Design pe_id_scan_loader, sky130hd; sources not shown.
**Wiring heat map**

(1 px per µm) 21 x 21 tiles, from dark blue (low) to red (high), scaled to the fullest tile. Values are wire area over tile area, all layers added.
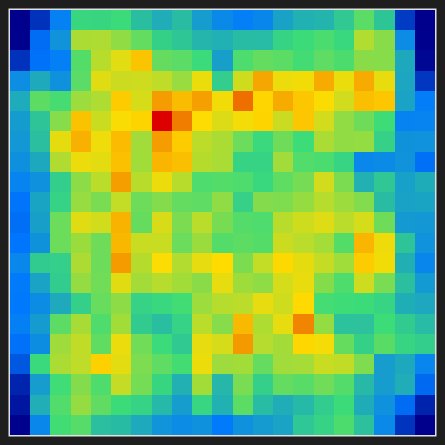
fullest tile: 0.75
tiles over half the peak: 59%
mean over tiles: 0.40
nearly empty tiles: 1.6%
routed vias: 67,550
total wire length: 421 mm

**Routing congestion map**

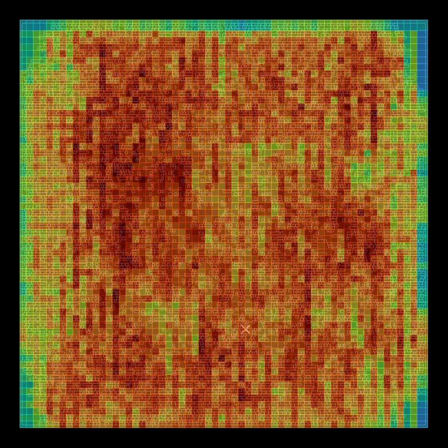
Avg WL per Cell: 38.2 µm
met3 Resource Use GR: 0.0973
GRT Total Usage: 0.450

==> tab_implementation.tex <==
% Auto-generated results table
\begin{tabular}{lr}
\hline
Metric & Value \\
\hline
\multicolumn{2}{l}{\textbf{Detailed routing}} \\
\quad Number of design-rule violations left by the first detailed-router iteration & 8,423 \\
\quad Remaining design rule violation count & 5 \\
\multicolumn{2}{l}{\textbf{Logic synthesis}} \\
\quad Number of cell instances after yosys synthesis & about 6,000 \\
\quad Synth Area per Inst & $\sim$10 µm² \\
\quad Count of warnings emitted by yosys & 0 \\
\multicolumn{2}{l}{\textbf{Flow run}} \\
\quad Count of tool warnings & 31 \\
\quad Max-cap check violation count & 1 \\
\multicolumn{2}{l}{\textbf{Clock network}} \\
\quad Clock buffer count from CTS & about 120 \\
\quad CTS tree & yes \\
\multicolumn{2}{l}{\textbf{Global route}} \\
\quad Maximum number of pins on one net before global-route repair & 95 \\
\multicolumn{2}{l}{\textbf{Status}} \\
\quad Status & finished, violations left \\
\quad Failing checks & DRC, capacitance limit, slew limit, setup timing \\
\multicolumn{2}{l}{\textbf{Power and ir drop}} \\
\quad Comb power & about 55 mW \\
\quad Sw Ratio & 0.460 \\
\quad Maximum ir drop on the vdd rail & around 0.00056 V \\
\multicolumn{2}{l}{\textbf{Timing}} \\
\quad Final max-slew violation count & approximately 48 \\
\quad Count of endpoints failing setup in the final report & about 470 \\
\quad PnR worst setup slack & -0.813 ns \\
\multicolumn{2}{l}{\textbf{Finish}} \\
\quad Combinational Gates & 4,435 \\
\quad Comb/total area & 0.361 \\
\hline
\end{tabular}
[cells by family (layout without fill, tap and decap cells)]
logic type | Yosys count | after routing | share of synthesized area
buf+inv | 450 | 3154 | 0.0331
mux | 1239 | 1239 | 0.227
simple gates | 1823 | 1823 | 0.139
other cells | 0 | 31 | 0
flops | 1065 | 1065 | 0.442
fa+ha+maj | 1 | 1 | 0.000208
compound gates | 1359 | 1359 | 0.156
xor+xnor | 13 | 13 | 0.00239
[worst reg2reg max path: stages (launching register included)]
cell and delay [ns]:
sky130_fd_sc_hd__dfrtp_2 0.50, sky130_fd_sc_hd__buf_12 0.18, sky130_fd_sc_hd__and4_1 0.23, sky130_fd_sc_hd__buf_6 0.18
sky130_fd_sc_hd__nor4_4 0.32, sky130_fd_sc_hd__nand2_2 0.19, sky130_fd_sc_hd__buf_12 0.19, sky130_fd_sc_hd__buf_12 0.15
sky130_fd_sc_hd__nor3_4 0.31, sky130_fd_sc_hd__buf_4 0.20, sky130_fd_sc_hd__buf_4 0.15, sky130_fd_sc_hd__buf_4 0.12
sky130_fd_sc_hd__nand2_1 0.04, sky130_fd_sc_hd__nand4_1 0.13, sky130_fd_sc_hd__o21ai_1 0.27, sky130_fd_sc_hd__o2111ai_2 0.29
sky130_fd_sc_hd__nand4b_1 0.41, sky130_fd_sc_hd__buf_4 0.30, sky130_fd_sc_hd__a311oi_2 0.22
[stage by stage]
step | utilization | worst slack (ns)
finish | 0.542 | -0.813
global route | 0.542 | -0.806
CTS | 0.537 | -0.680
detailed placement | 0.493 | -2.12
global placement | 0.492 | -2.01
floorplan | - | 0.00925
No activity file was given, so power comes from the tool's default toggle rates.
